==> run_1/sizing.png <==
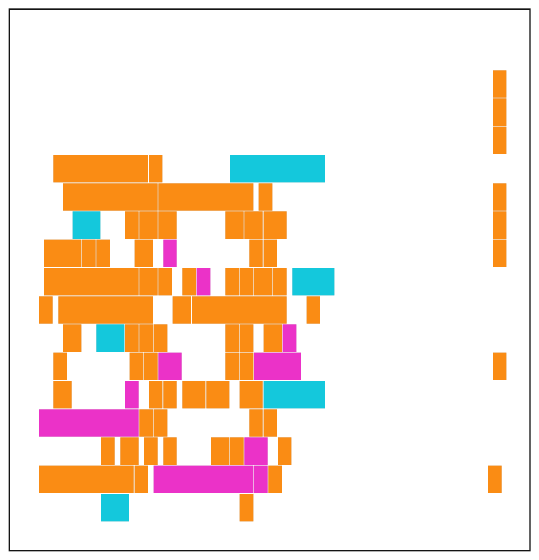
==> run_1/gates.png <==
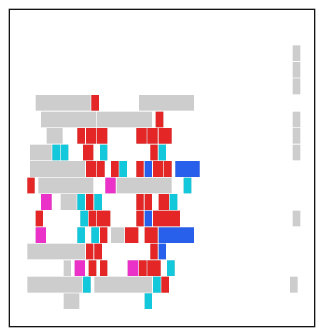
==> run_1/m2.png <==
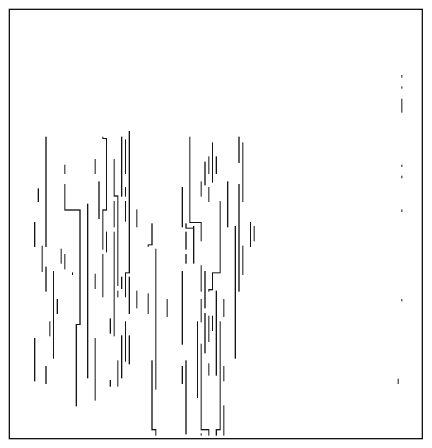
==> run_1/class_map.png <==
Scale bar: 20 um. Fill, decap, tap and diode cells in grey.
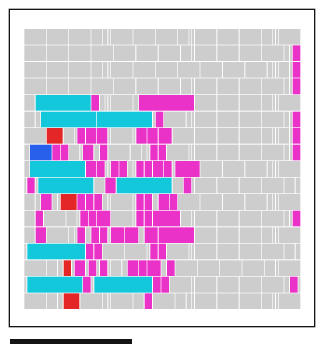
==> config.mk <==
export PLATFORM = sky130hd
export DESIGN_NAME = snail_seq_det
export DESIGN_NICKNAME = d
export VERILOG_FILES = /design/src/rtl/snail_pkg.sv /design/src/rtl/snail_hist.sv /design/src/rtl/snail_seq_det.sv
export SDC_FILE = /design/constraint.sdc
export NUM_CORES = 1
export LEC_CHECK = 0
export ABC_AREA = 1
export CORE_AREA = 2 2 48 50
export CTS_CLUSTER_SIZE = 28
export DETAILED_ROUTE_END_ITERATION = 10
export DIE_AREA = 0 0 50 52
export DONT_BUFFER_PORTS = 1
export SYNTH_ARGS = -nofsm -noshare
export SYNTH_HDL_FRONTEND = slang
export SYNTH_HIERARCHICAL = 1
export SYNTH_SLANG_ARGS = --single-unit
==> constraint.sdc <==
create_clock -name clk -period 1.7 [get_ports clk]
set_clock_uncertainty 0.05 [all_clocks]
set_input_delay 0.34 -clock clk [delete_from_list [all_inputs] [get_ports clk]]
set_output_delay 0.34 -clock clk [all_outputs]
set_load 0.02 [all_outputs]
==> ci_impl_report.md, run 1 <==
## Synthesis and layout report

| Metric | Value |
|---|---|
| Mean number of vias per cell | 4.09 |
| Met1 Use GR | 0.102 |
| Internal power | 0.000348 W |
| Status | complete, no violations |
| Simple-Gate Fraction of Synth Area | 0.337 |
| Crit path max fanout | 2 |
| Placer Congestion | 0.775 |
| Logic area | 295 um^2 |
| GR peak layer | met2 |
| Critical Path End Type | output port |
| Critical path's top delay family | flip-flops |
| CLK BUF | 4 |
| Fill count | 224 |
| Number of non-clock inverters in the layout | 16 |
| Vias in the first global route | 436 |
| TAP cells | 28 |
| CP peak stage delay | 0.53 ns |
| Dominant logic cell type in the layout | nand2_1 |
| Met2 wire len | 470 um |
| Met3 usage | 0.0230 |
| XORs/XNORs by Area | 0 |
| Final Max Tran Viols | 0 |
| Distinct lib cells | 18 |
| Seq. pwr | 0.000244 W |
| GRT Resource Usage Total | 0.0974 |
| RSZ-0062 raised after global routing | yes |
| Antenna-violating nets left | 0 |
| Worst-case clock buffer depth | 2 |
| Crit-path cells | inv_2 > nand2_2 > nand4_1 > nor3_4 |
| FF/Latch Area | 228 um^2 |
| Total CTS buffers | 3 |
| CTS Hold Bufs | 1 |
| Antenna diode count | 0 |
| Post-CTS Resized | 4 |
| Clk_lat worst skew | 0.26 ns |
| Largest cells by area | dfrtp_1, nand2_1, buf_4 |
| Pwr Total | 0.000487 W |
| Setup CP Type | flip-flop to output port |
| Largest net degree at the start of global routing | 11 |
| DRC Markers | 0 |
| Syn Area/Cell | 7.19 um^2 |
| Highest routed layer | met4 |
| CP arrival | 1.27 ns |
-- sizing.png (at the start) --
[x1 and smaller] orange | cells: 71 | most used: nand2_1
[x3 and x4] cyan | cells: 6 | most used: clkbuf_4
[x2] magenta | cells: 10 | most used: inv_2
Signal buffers: 1
Design Area, Final: 654 um^2
Area Overhead vs Synth: 8.28%

-- gates.png (at the start) --
[inv cells] cyan | cells: 16 | most used: inv_1
[aoi and oai cells] magenta | cells: 5 | most used: o21ai_0
[nor cells] blue | cells: 5 | most used: nor2_1
[nand cells] red | cells: 37 | most used: nand2_1
fin cells: 115
multi-input combinational area share: 0.451

-- m2.png (at the start) --
main direction: vertical
wire length on this layer: 471 um
share of all routed wire: 48%
via count: 470
Detailed Route WL: 979 um
grt met2 use: 0.151

-- class_map.png (at the start) --
[registers] cyan | cells: 9
[remaining buffers and delay cells] blue | cells: 1
[remaining logic cells] magenta | cells: 73
[clock drivers and dummy loads] red | cells: 4
Cell Rows: 17
core area: 2110 um^2

==> run 1 -> run 2 <==
Settings changed: CORE_AREA 2 2 48 50 to 2 2 41 59, DIE_AREA 0 0 50 52 to 0 0 43 61, PLACE_DENSITY set to 0.46.
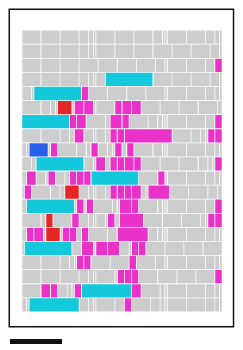
(run_2/class_map.png)
Scale bar: 10 um. Fill, decap, tap and diode cells in grey.
[clock drivers and dummy loads] red | cells: 4
[remaining logic cells] magenta | cells: 73
[remaining buffers and delay cells] blue | cells: 1
[registers] cyan | cells: 9
sequential share of cell area: 0.353
final core occ: 0.307
core area: 2100 um^2

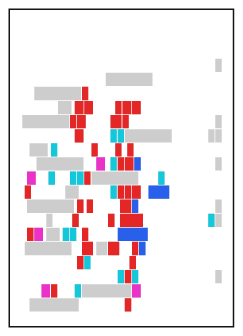
(run_2/gates.png)
[inv cells] cyan | cells: 16 | most used: inv_1
[nor cells] blue | cells: 5 | most used: nor2_1
[aoi and oai cells] magenta | cells: 5 | most used: o21ai_0
[nand cells] red | cells: 37 | most used: nand2_1
dominant logic cell type in the layout: nand2_1
multi-input combinational area share: 0.454
fin cells: 109

==> ci_impl_report.md, run 2 <==
## Synthesis and layout report

| Metric | Value |
|---|---|
| Design Area, Final | 644 um^2 (was 654 um^2) |
| Met2 wire len | 519 um (was 470 um) |
| CP arrival | 1.27 ns (about the same) |
| Critical Path End Type | output port (unchanged) |
| Met3 usage | 0.0119 (was 0.0230) |
| Hold Path Depth | 1 (unchanged) |
| Placer Congestion | 0.738 (was 0.775) |
| CTS Hold Bufs | 1 (unchanged) |
| Internal power | 0.000348 W (about the same) |
| Vias in the first global route | 453 (was 436) |
| Post-CTS Resized | 4 (unchanged) |
| Max-area cell class | multi-input combinational cells (unchanged) |
| CP peak stage delay | 0.53 ns (about the same) |
| Clock group | 0.000165 W (was 0.000161 W) |
| DRC Markers | 0 (unchanged) |
| Cell Rows | 20 (was 17) |
| Signal buffers | 1 (unchanged) |
| GR peak layer | met2 (unchanged) |
| CLK BUF | 4 (unchanged) |
| CP Buf/Inv Count | 1 (unchanged) |
| Critical path's top delay family | flip-flops (unchanged) |
| Syn Area/Cell | 7.19 um^2 (unchanged) |
| Seq. pwr | 0.000244 W (about the same) |
| Crit-path cells | inv_2 > nand2_1 > nand4_1 > nor3_4 (was inv_2 > nand2_2 > nand4_1 > nor3_4) |
| Crit path max fanout | 2 (unchanged) |
| FF/Latch Area | 228 um^2 (unchanged) |
| Grt met2 use | 0.162 (was 0.151) |
| Fmax | 0.602 GHz (was 0.603 GHz) |
| Net Sw Power | 0.000144 W (was 0.000139 W) |
| Fill count | 242 (was 224) |
| Distinct lib cells | 18 (unchanged) |
| Largest net degree at the start of global routing | 11 (unchanged) |
| XORs/XNORs by Area | 0 (unchanged) |
| Mean number of vias per cell | 4.39 (was 4.09) |
| Total CTS buffers | 3 (unchanged) |
| Largest cells by area | dfrtp_1, nand2_1, buf_4 (unchanged) |
| Clk_lat worst skew | 0.26 ns (about the same) |
| # IOs | 19 (unchanged) |
| Antenna diode count | 0 (unchanged) |
| Pwr Total | 0.000491 W (was 0.000487 W) |
| Setup CP Type | flip-flop to output port (unchanged) |
| Via count | 478 (was 470) |
| Status | complete, no violations (unchanged) |
| GRT Resource Usage Total | 0.104 (was 0.0974) |
| TAP cells | 22 (was 28) |
| Crit start category | flip-flop (unchanged) |
| Mux share | 0 (unchanged) |
| Area Overhead vs Synth | 6.63% (was 8.28%) |
| Multi-input comb cells | 57 (unchanged) |
| Highest routed layer | met4 (unchanged) |
| Final Max Tran Viols | 0 (unchanged) |
| Simple-Gate Fraction of Synth Area | 0.337 (unchanged) |
| Detailed Route WL | 1080 um (was 979 um) |
| Number of non-clock inverters in the layout | 16 (unchanged) |
| Logic area | 293 um^2 (was 295 um^2) |
| Antenna-violating nets left | 0 (unchanged) |
Power is estimated from default activity; no workload was simulated.
